Design prog_counter, sky130hd; sources not shown.
### Clock routing, run 1

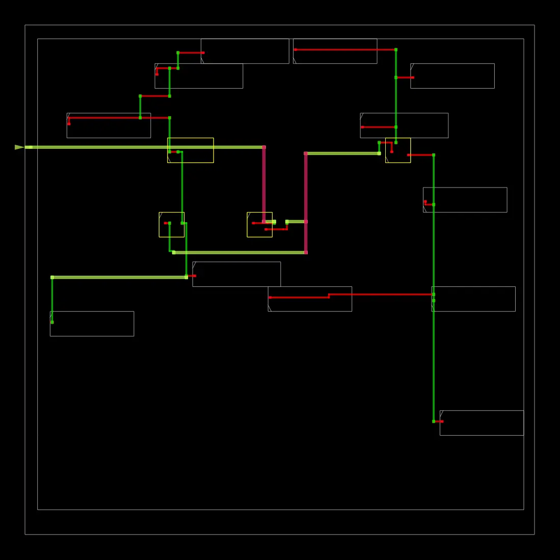
flip-flops: 12
clk_lat worst skew: 0.29 ns

### Placed cells, one color a class, run 1

Bar = 20 µm.
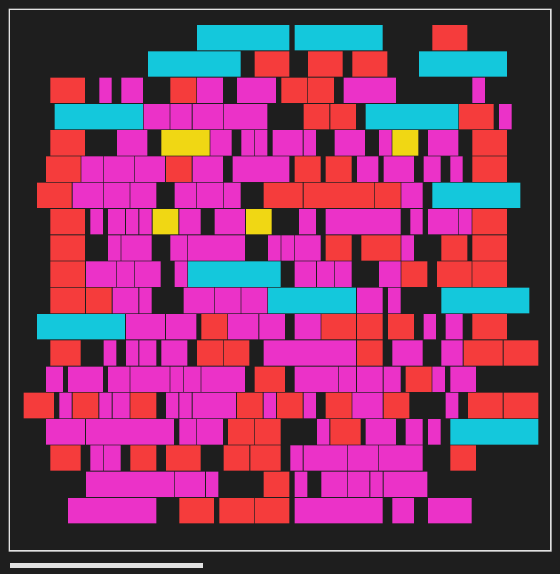
- registers: cyan (cells 12)
- remaining buffers and delay cells: red (cells 70)
- clock drivers and dummy loads: yellow (cells 4)
- remaining logic cells: magenta (cells 133)
Finished Core Util: 0.729
FP Rows: 19
Core ar.: 2760 µm²
design area: 2010 µm²
flop share of the area: 0.152

### Logic cells by family, run 1

Bar = 20 µm.
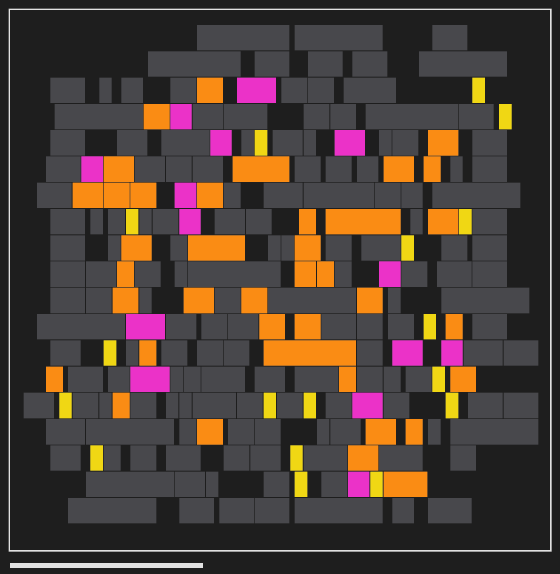
- aoi and oai cells: orange (cells 38; most used o211ai_1)
- and/or cells: magenta (cells 14; most used and3_1)
- inv cells: yellow (cells 17; most used inv_1; where widely spread)
combinational share of cell area: 0.467
highest-count logic cell in the final layout: buf_4

==> impl_metrics.toml, run 1 <==
# generated from flow reports
[sta]
fin_crit_ns = 2.46
tns_ns = -1.40
skew_ns = 0.00244
worst_slack_ns = -0.260
fmax_ghz = 0.407
finalSetupViolCount = 9
finalClockPeriodUsage = 1.12

[cts]
clock_path_buffers = 2
root_buffer = "clkbuf_4"
holdBufCountCts = 0
post_cts_buffers = 1

[global_route]
grt_pass1_vias = 1463
top_usage_layer = "met2"
use_met2 = 0.494

[run_status]
violations = "setup timing"
status = "finished, violations left"

[logic_synthesis]
synthTopCellsByArea = "dfrtp_1 24%, ha_1 11%, o211ai_1 6.6%"
syn_avg_cell_area_um2 = 8.17

[die]
initCoreUtil = 0.453

[drt]
wl_met1_um = 1740
dr_wl_met2_um = 2070
vias = 1517
drt-pass1-iter-count = 4
drtIter0Drc = 96
wl_met3_um = 319

[flow_run]
maxCapViolations = 0
run 1: cell families (layout without fill, tap and decap cells):
group	after synthesis	after routing	synth area share
adders and majority gates	11	11	0.110
DFF	12	12	0.240
muxes	2	2	0.0210
buffers and inverters	25	91	0.0871
xor gates and xnor gates	4	4	0.0280
AOI/OAI and AO/OA	48	48	0.303
and+or+nand+nor	51	51	0.210
run 1: final cells by class:
cell class / instances / area [µm²] / share of cell area
well taps: 31 / 38.8 / 0.0193
inverters: 17 / 63.8 / 0.0318
clock buffers: 4 / 36.3 / 0.0181
multi-input cells: 116 / 938 / 0.467
repair buffers: 70 / 627 / 0.312
flip-flops and latches: 12 / 305 / 0.152
run 1: where the power goes:
group	switching, mW	internal (mW)	total (mW)
Combinational	0.501	0.505	1.01
Clock	0.0905	0.101	0.191
Sequential	0.0358	0.267	0.302
==> run 1 -> run 2 <==
--- a/config.mk
+++ b/config.mk
@@ -10,7 +10,8 @@
 export CTS_CLUSTER_DIAMETER = 40
 export CTS_CLUSTER_SIZE = 40
 export DETAILED_ROUTE_END_ITERATION = 16
-export PLACE_DENSITY = 0.76
+export HOLD_SLACK_MARGIN = 0.1
+export PLACE_DENSITY_LB_ADDON = 0.05
 export SYNTH_ARGS = -nofsm -noshare
 export SYNTH_HDL_FRONTEND = slang
 export SYNTH_SLANG_ARGS = --single-unit
### Placed cells, one color a class, run 2

Bar = 20 µm.
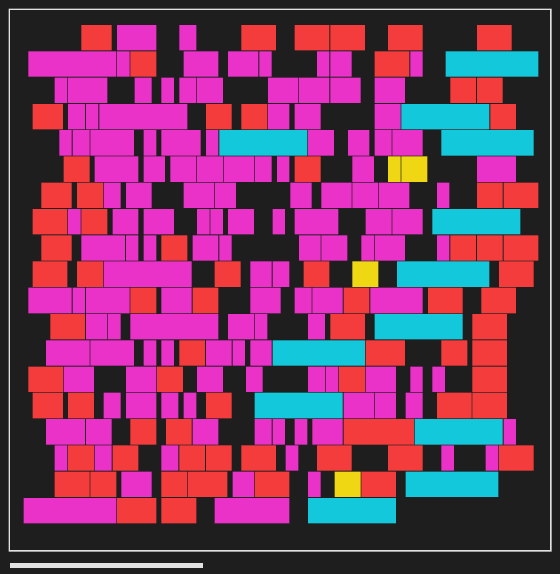
- clock drivers and dummy loads: yellow (cells 4)
- registers: cyan (cells 12)
- remaining logic cells: magenta (cells 133)
- remaining buffers and delay cells: red (cells 72)
Finished Core Util: 0.726
flop share of the area: 0.153
design area: 2000 µm²

### Routed clock nets over the placement, run 2

Bar = 20 µm.
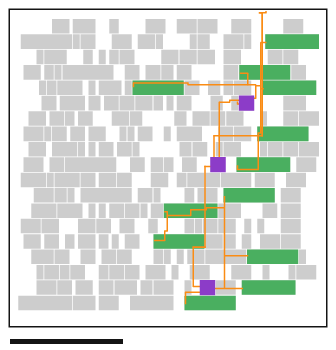
- flip-flops: green (count 12)
- clock wires: orange (length 193 µm)
- clock-net drivers: purple (count 3)
- routed clock nets: 4
clk pwr: 151 µW
Worst Skew: 0.00813 ns
Clock power frac: 0.105

==> run 2 against run 1 <==
  * The run still ends with setup timing left
  * Total power is 3.6% lower
  * Sequential power is 1% higher
  * Worst setup slack better by 0.0016 ns
  * Critical path type unchanged
==> impl_metrics.toml, run 2 <==
# generated from flow reports
[run_status]
status = "finished, violations left"
violations = "setup timing"

[drt]
drt-pass1-iter-count = 4
vias = 1442
drtIter0Drc = 50

[logic_synthesis]
logic_family = "AND-OR/OR-AND gates"
synthSimpleGateAreaFrac = 0.210

[sta]
finalClockPeriodUsage = 1.12
tns_ns = -1.64
finalSetupViolCount = 9
fmax_ghz = 0.407
worst_slack_ns = -0.258

[final_layout]
mostFrequentLayoutCell = "buf_4"

[die]
initCoreUtil = 0.453
core_area_um2 = 2760
rows = 19

[power_and_ir_drop]
p_seq_frac = 0.211
power-top-group = "combinational cells"
power_switching_uw = 598
pwr-share-comb = 0.684

[cts]
root_buffer = "clkbuf_4"
clock_path_buffers = 2
run 2: cell type report:
type	instances	area, µm²
tap	31	38.8
fill	237	754
multi-input combinational	116	925
timing repair buffer	72	643
clock buffer	4	26.3
sequential	12	307
inverter	17	63.8
run 2: critical path: cells and delay by family, from the launching register on:
family,cells,cell delay (ns)
simple gates,3,1.06
flops,1,0.41
compound gates,1,0.16
buf+inv,1,0.10
run 2: what timing repair did:
item	4_1_cts	5_1_grt
pin swaps	9	4
setup buffers	2	0
resized	29	4
endpoints found under the setup margin	10	10
run 2: per-layer routing:
layer	vias up	GRT usage	routed length [µm]
li1	699	-	-
met1	681	0.357	1840
met2	52	0.468	1920
met3	10	0.0581	216
met4	0	0.111	95
met5	-	0	0
No activity file was given, so power comes from the tool's default toggle rates.
